## config.mk

```make
export PLATFORM = sky130hd
export DESIGN_NAME = pool_accelerator
export DESIGN_NICKNAME = d
export VERILOG_FILES = /design/src/rtl/pool_pkg.sv /design/src/rtl/pool_cmp.sv /design/src/rtl/pool_accelerator.sv
export SDC_FILE = /design/constraint.sdc
export NUM_CORES = 1
export LEC_CHECK = 0
export ABC_AREA = 1
export CAP_MARGIN = 10
export CELL_PAD_IN_SITES_DETAIL_PLACEMENT = 1
export CELL_PAD_IN_SITES_GLOBAL_PLACEMENT = 2
export CORE_MARGIN = 2
export CORE_UTILIZATION = 28
export DETAILED_ROUTE_END_ITERATION = 7
export PLACE_DENSITY_LB_ADDON = 0.1
export SYNTH_ARGS = -nofsm -noshare
export SYNTH_HDL_FRONTEND = slang
export SYNTH_SLANG_ARGS = --single-unit
```

## constraint.sdc

```tcl
create_clock -name clk -period 2.25 [get_ports clk]
set_input_delay 0.45 -clock clk [delete_from_list [all_inputs] [get_ports clk]]
set_output_delay 0.45 -clock clk [all_outputs]
set_load 0.02 [all_outputs]
```

## src/rtl/pool_pkg.sv

```systemverilog
// Shared encodings for the pooling accelerator: pooling mode and FSM state.
package pool_pkg;

  localparam logic POOL_MAX = 1'b0;
  localparam logic POOL_AVG = 1'b1;

  typedef enum logic {
    ST_ACCUM = 1'b0,
    ST_FULL  = 1'b1
  } pool_state_e;

endpackage

```

## src/rtl/pool_cmp.sv

```systemverilog
// Signed compare-and-select: flags when the candidate strictly beats the held value.
module pool_cmp #(
  parameter int unsigned DATA_W = 32
) (
  input  logic signed [DATA_W-1:0] cand,
  input  logic signed [DATA_W-1:0] held,
  output logic                     take_c
);

  // Strict compare keeps the earliest position on ties.
  assign take_c = cand > held;

endmodule

```

## src/rtl/pool_accelerator.sv

```systemverilog
// Streaming max/average pooling over fixed windows of WIN signed samples,
// with a one-deep registered result and valid/ready handshakes on both sides.
module pool_accelerator
  import pool_pkg::*;
#(
  parameter int unsigned DATA_W = 32,
  parameter int unsigned WIN    = 4,
  parameter int unsigned IDX_W  = $clog2(WIN)
) (
  input  logic                     clk,
  input  logic                     reset,
  input  logic                     mode,
  input  logic                     flush,
  input  logic signed [DATA_W-1:0] in_data,
  input  logic                     in_valid,
  output logic                     in_ready,
  output logic signed [DATA_W-1:0] out_data,
  output logic [IDX_W-1:0]         out_index,
  output logic                     out_valid,
  input  logic                     out_ready
);

  localparam int unsigned ACC_W = DATA_W + IDX_W;
  localparam logic [IDX_W-1:0] LAST_CNT = IDX_W'(WIN - 1);

  pool_state_e              state_q, state_d;
  logic [IDX_W-1:0]         cnt_q, cnt_d;
  logic signed [ACC_W-1:0]  acc_q, acc_d;
  logic [IDX_W-1:0]         idx_q, idx_d;
  logic                     mode_q, mode_d;
  logic signed [DATA_W-1:0] out_data_q, out_data_d;
  logic [IDX_W-1:0]         out_index_q, out_index_d;

  logic                     accept, hs, first, last, take;
  logic signed [ACC_W-1:0]  in_ext, sum;
  logic signed [DATA_W-1:0] held;

  assign in_ready  = (state_q != ST_FULL || out_ready) && !flush;
  assign accept    = in_valid && in_ready;
  assign hs        = (state_q == ST_FULL) && out_ready;
  assign first     = (cnt_q == '0);
  assign last      = (cnt_q == LAST_CNT);
  assign in_ext    = {{IDX_W{in_data[DATA_W-1]}}, in_data};
  assign sum       = acc_q + in_ext;
  assign held      = acc_q[DATA_W-1:0];

  assign out_valid = (state_q == ST_FULL);
  assign out_data  = out_data_q;
  assign out_index = out_index_q;

  pool_cmp #(.DATA_W(DATA_W)) u_cmp (
    .cand   (in_data),
    .held   (held),
    .take_c (take)
  );

  // Window accumulation, result capture and ACCUM/FULL sequencing.
  always_comb begin
    state_d     = state_q;
    cnt_d       = cnt_q;
    acc_d       = acc_q;
    idx_d       = idx_q;
    mode_d      = mode_q;
    out_data_d  = out_data_q;
    out_index_d = out_index_q;

    if (hs) state_d = ST_ACCUM;

    if (flush) begin
      cnt_d = '0;
      if (state_q == ST_ACCUM) begin
        acc_d = '0;
        idx_d = '0;
      end
    end else if (accept) begin
      cnt_d = last ? '0 : cnt_q + IDX_W'(1);
      if (first) begin
        acc_d  = in_ext;
        idx_d  = '0;
        mode_d = mode;
      end else if (mode_q == POOL_AVG) begin
        acc_d = sum;
      end else if (take) begin
        acc_d = in_ext;
        idx_d = cnt_q;
      end

      // Window completes: the last sample never coincides with the first.
      if (last) begin
        state_d = ST_FULL;
        if (mode_q == POOL_AVG) begin
          out_data_d  = DATA_W'(sum >>> IDX_W);
          out_index_d = '0;
        end else if (take) begin
          out_data_d  = in_data;
          out_index_d = cnt_q;
        end else begin
          out_data_d  = held;
          out_index_d = idx_q;
        end
      end
    end
  end

  always_ff @(posedge clk or posedge reset) begin
    if (reset) begin
      state_q     <= ST_ACCUM;
      cnt_q       <= '0;
      acc_q       <= '0;
      idx_q       <= '0;
      mode_q      <= POOL_MAX;
      out_data_q  <= '0;
      out_index_q <= '0;
    end else begin
      state_q     <= state_d;
      cnt_q       <= cnt_d;
      acc_q       <= acc_d;
      idx_q       <= idx_d;
      mode_q      <= mode_d;
      out_data_q  <= out_data_d;
      out_index_q <= out_index_d;
    end
  end

endmodule

```

**Run 1: signal wires on met1**

Supply wires on this layer in grey.
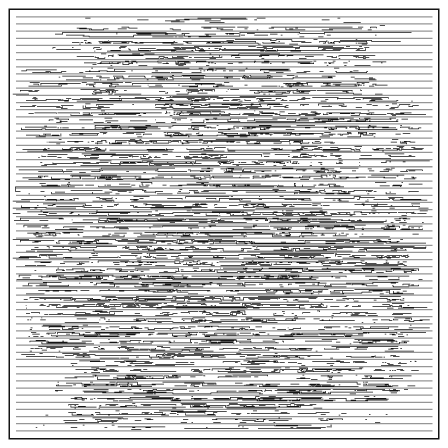
- share of all routed wire: 47%
- longest straight run: 50.6 µm
- nets with wire on the layer: 1466
- wire length on this layer: 15900 µm
total wire length: 34190 µm
via count: 8762
GR Layer Usage met1: 32.57%

**Run 1: the metal 2 layer**

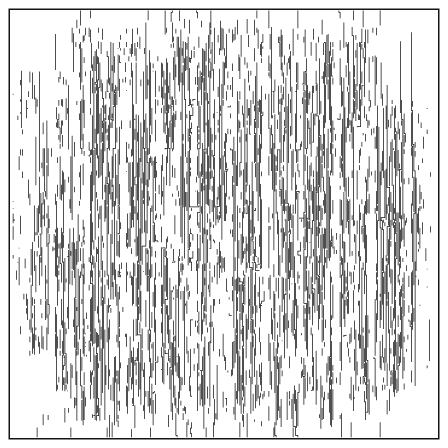
- longest straight run: 59.2 µm
- share of all routed wire: 49%
GR Util met2: 43.99%

**Run 1: met3 routing**

The bar under the picture is 50 µm long. Cells faint in the background.
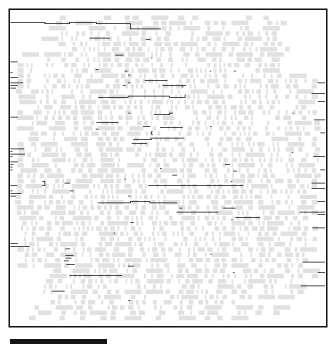
- main direction: horizontal
- share of all routed wire: 1.8%

-- run 1: worst paths after layout --
path                                            end  slack, ns  depth (start not counted)
hold reg to reg            out_data[18]$_DFFE_PP0P_       0.48                          2
max in group asynchronous     acc_q[20]$_DFFE_PP0P_       1.31                          3
setup / recovery               acc_q[3]$_DFFE_PP0P_      -0.32                         16
setup reg to reg               acc_q[3]$_DFFE_PP0P_      -0.32                         16
hold / removal             out_data[18]$_DFFE_PP0P_       0.48                          2
min in group asynchronous   out_data[4]$_DFFE_PP0P_       0.55                          3
-- run 1: power by group --
| part | switching, mW | leakage (nW) | internal [mW] |
|---|---|---|---|
| combinational | 3.90 | 5.19 | 3.46 |
| clock | 0.685 | 0.140 | 0.882 |
| sequential | 0.258 | 0.951 | 1.74 |
-- run 1: logic make-up (layout without fill, tap and decap cells) --
| kind of cell | count (synthesis) | in the layout | share of synthesized area, % |
|---|---|---|---|
| adder cells (fa/ha/maj) | 68 | 68 | 12.11 |
| AND-OR/OR-AND | 186 | 186 | 14.32 |
| flip-flops | 74 | 74 | 26.13 |
| AND/OR/NAND/NOR | 583 | 583 | 34.02 |
| buffers and inverters | 196 | 572 | 11.07 |
| XOR/XNOR | 19 | 19 | 2.348 |
-- run 1: final cells by class --
type	count	area, µm²
Inverter	162	614.3
Tap cell	330	412.9
Sequential cell	74	1852
Multi-Input combinational cell	856	5738
Clock buffer	10	239.0
Timing Repair Buffer	395	3553
Fill cell	3147	12570
Clock inverter	5	55.05
-- run 1: worst reg2reg max path: stages (launching register included) --
cell and delay (ns):
dfrtp_1 0.38, inv_2 0.07, ha_4 0.29, nand2_4 0.07
nor3_4 0.23, nand2_2 0.12, inv_1 0.08, a21oi_2 0.06
buf_4 0.14, nand3_4 0.09, nand3_4 0.12, buf_6 0.16
buf_12 0.14, a21oi_4 0.18, nand2_2 0.09, buf_12 0.17
o21ai_4 0.13
-- run 1: per-layer routing --
| metal | GRT usage (%) | part of all wire, % | vias to the layer above |
|---|---|---|---|
| li1 | - | - | 4308 |
| met1 | 32.57 | 47 | 4293 |
| met2 | 43.99 | 49 | 112 |
| met3 | 2.844 | 1.8 | 49 |
| met4 | 7.522 | 2.4 | 0 |
| met5 | 0 | 0 | - |
-- run 1: registers in the layout, indices dropped and copies added, names as in the netlist --
register / flops
cnt_q: 2
acc_q: 34
mode_q: 1
out_data: 32
idx_q: 2
out_valid: 1
out_index: 2
-- run 1: what timing repair did --
action,CTS,global route
pin swaps,65,76
cloned,7,3
endpoints found under the hold margin,0,0
gates resized,212,209
setup buffers,19,29
endpoints found under the setup margin,71,70
-- run 1: metrics by stage --
step / hold WS (ns) / TNS [ns] / instances
after floorplan: 0.4627 / 0 / 1126
after global routing: 0.5029 / -22.74 / 1832
after global placement: 0.4647 / -62.13 / 1765
after CTS: 0.4894 / -15.54 / 1804
final: 0.4797 / -15.52 / 1832
after detailed placement: 0.4809 / -68.80 / 1765
==> results_dict.tcl, run 1 <==
# flow metrics
set metrics [dict create \
    hold_viol 0 \
    die_area_um2 26600 \
    core-area_um2 25040 \
    setup_viol 70 \
    setup_ws_ns -0.3151 \
    rsz0062_at_grt "yes" \
    worstSetupPathType "reg2reg" \
    mostFrequentLayoutCells "nand2_1 (293), buf_4 (282), inv_1 (125)" \
    tool_warnings 61 \
    ys_top_cells_by_area "dfrtp_1 (26%), nand2_1 (19%), ha_1 (12%)" \
    synth.net_count 1232 \
    violations "negative setup slack" \
    slew_violations 0 \
    ir_worst_vdd_uv 406.2 \
    crit_chain "inv_2, ha_4, nand2_4, nor3_4, nand2_2, inv_1, a21oi_2, buf_4, nand3_4, nand3_4, buf_6, buf_12, a21oi_4, nand2_2, buf_12, o21ai_4" \
    grt_overflow_total 0 \
    ys_async_sr_fraction_pct 100.0 \
    antenna_found_initial 0 \
    wl_per_cell_um 18.66 \
    hp-start "out_data[18]$_DFFE_PP0P_" \
    run_status "finished, violations left" \
    rr_startpoint "acc_q[31]$_DFFE_PP0P_" \
    drc 0 \
    startpoint_type "flip-flop" \
    cp.required_ns 2.54 \
    grt_max_degree 75 \
    hpwl_um 23870 \
    synth_area_um2 7087 \
    cap_violations 0 \
    die_h_um 163.1 \
    yosysChipArea_um2 7087 \
    placed_area_um2 10200 \
    nNetsFinal 1604 \
    ys_seq_share_pct 26.13 \
    hp-class "reg2reg" \
    dr.pass1.iters 4 \
    grt_pass1_wl_um 50890 \
    ff_type "dfrtp_1" \
    synth.avg_cell_area_um2 6.294 \
]
==> run 1 -> run 2 <==
--- a/config.mk
+++ b/config.mk
@@ -10,7 +10,7 @@
 export CELL_PAD_IN_SITES_DETAIL_PLACEMENT = 1
 export CELL_PAD_IN_SITES_GLOBAL_PLACEMENT = 2
 export CORE_MARGIN = 2
-export CORE_UTILIZATION = 28
+export CORE_UTILIZATION = 34
 export DETAILED_ROUTE_END_ITERATION = 7
 export PLACE_DENSITY_LB_ADDON = 0.1
 export SYNTH_ARGS = -nofsm -noshare
==> constraint.sdc (replaced) <==
create_clock -name clk -period 3.2 [get_ports clk]
set_input_delay 0.64 -clock clk [delete_from_list [all_inputs] [get_ports clk]]
set_output_delay 0.64 -clock clk [all_outputs]
set_load 0.02 [all_outputs]
==> run 2 against run 1 <==
The run now ends clean. Utilization down 3.2 points. Largest cell class unchanged. Critical path depth up 1. Worst setup slack better by 0.55 ns. Critical path type is now in2reg.
==> results_dict.tcl, run 2 <==
# flow metrics
set metrics [dict create \
    run_status "finished clean" \
    worstRegToRegCells 16 \
    tool_warnings 59 \
    grt_pass1_wl_um 44620 \
    clkPwrFrac_pct 20.3 \
    synth.avg_cell_area_um2 6.294 \
    drc 0 \
    hpwl_um 22110 \
    ys_seq_share_pct 26.13 \
    hp-class "reg2reg" \
    wl_met2_um 12910 \
    regMostFlops "acc_q" \
    p_int_mw 3.416 \
    fill_cells 2724 \
    core-area_um2 20360 \
    yosysChipArea_um2 7087 \
    grt_overflow_total 0 \
    vias 7891 \
    grt_max_degree 43 \
    routed.top_layer "met4" \
    hold_viol 0 \
    cp.required_ns 3.45 \
]
run 2: kinds of logic (layout without fill, tap and decap cells):
group                    after synthesis  count (layout)  share of synthesized area [%]
XOR/XNOR                              19              19                          2.348
AND-OR/OR-AND                        186             186                          14.32
buffers and inverters                196             394                          11.07
flip-flops                            74              74                          26.13
AND/OR/NAND/NOR                      583             583                          34.02
adder cells (fa/ha/maj)               68              68                          12.11
run 2: through the flow:
step / worst slack (ns) / setup TNS (ns) / cells / instance area, µm² / hold WS (ns)
6_report: 0.2372 / 0 / 1594 / 9483 / 0.4795
3_5_place_dp: -0.2676 / -13.81 / 1578 / 9131 / 0.4696
4_1_cts: 0.07235 / 0 / 1594 / 9470 / 0.4877
5_1_grt: 0.01080 / 0 / 1594 / 9483 / 0.5227
3_3_place_gp: -0.2487 / -13.50 / 1578 / 9131 / 0.4638
2_1_floorplan: 0.6784 / 0 / 1126 / 7087 / 0.4627
run 2: critical path, stage by stage:
cell and delay, ns:
clkdlybuf4s50_1 0.44, ha_1 0.26, fa_1 0.41, nand2_1 0.09
nand2_1 0.13, nand3_1 0.11, nand2_1 0.14, nand2_1 0.09
nand3_1 0.18, nand2_2 0.17, nand3_1 0.12, nand3_1 0.13
nand2_1 0.06, nand2_1 0.05, nand2_1 0.05, nand3_1 0.07
nand2_1 0.06
run 2: cell type report:
class / instances / area [µm²] / area share (%)
tap: 270 / 337.8 / 3.562
multi-input combinational: 856 / 4466 / 47.09
inverter: 162 / 609.3 / 6.426
sequential: 74 / 1852 / 19.53
clock inverter: 4 / 72.57 / 0.7653
timing repair buffer: 216 / 1879 / 19.82
clock buffer: 12 / 266.5 / 2.810
run 2: routing by layer:
layer / global-route usage [%] / vias up
met4: 6.143 / 0
met2: 44.24 / 124
met3: 3.006 / 28
met1: 35.70 / 3792
li1: - / 3947
met5: 0 / -
run 2: timing repair:
action	CTS	global route
endpoints found under the setup margin	0	50
gates resized	0	3
setup buffers	0	0
hold endpoints to repair	0	0
run 2: power groups by stage:
stage | clock network [mW] | logic (mW) | registers (mW)
final | 1.24 | 3.43 | 1.42
after floorplan | 0 | 1.63 | 1.64
after global routing | 1.28 | 3.80 | 1.46
after CTS | 1.24 | 3.44 | 1.43
after detailed placement | 0 | 3.42 | 1.44
after global placement | 0 | 3.37 | 1.43
run 2: worst paths after layout:
kind	from	to	slack, ns
hold reg to reg	out_data[29]$_DFFE_PP0P_	out_data[29]$_DFFE_PP0P_	0.48
max in group asynchronous	reset	acc_q[20]$_DFFE_PP0P_	1.82
setup / recovery	in_data[0]	acc_q[30]$_DFFE_PP0P_	0.24
setup reg to reg	acc_q[19]$_DFFE_PP0P_	acc_q[8]$_DFFE_PP0P_	0.54
min in group asynchronous	reset	out_data[4]$_DFFE_PP0P_	0.68
hold / removal	out_data[29]$_DFFE_PP0P_	out_data[29]$_DFFE_PP0P_	0.48
**Run 2: the metal 2 layer**

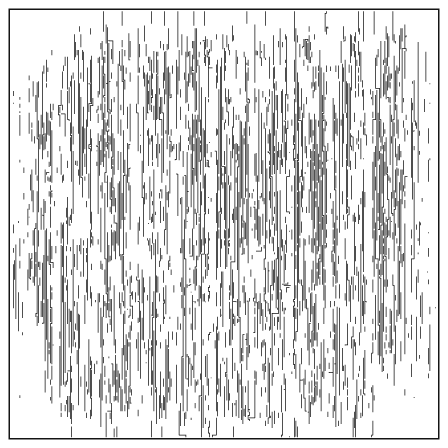
- wire length on this layer: 12900 µm
- share of all routed wire: 46%
- main direction: vertical

Power and IR drop assume default switching activity.
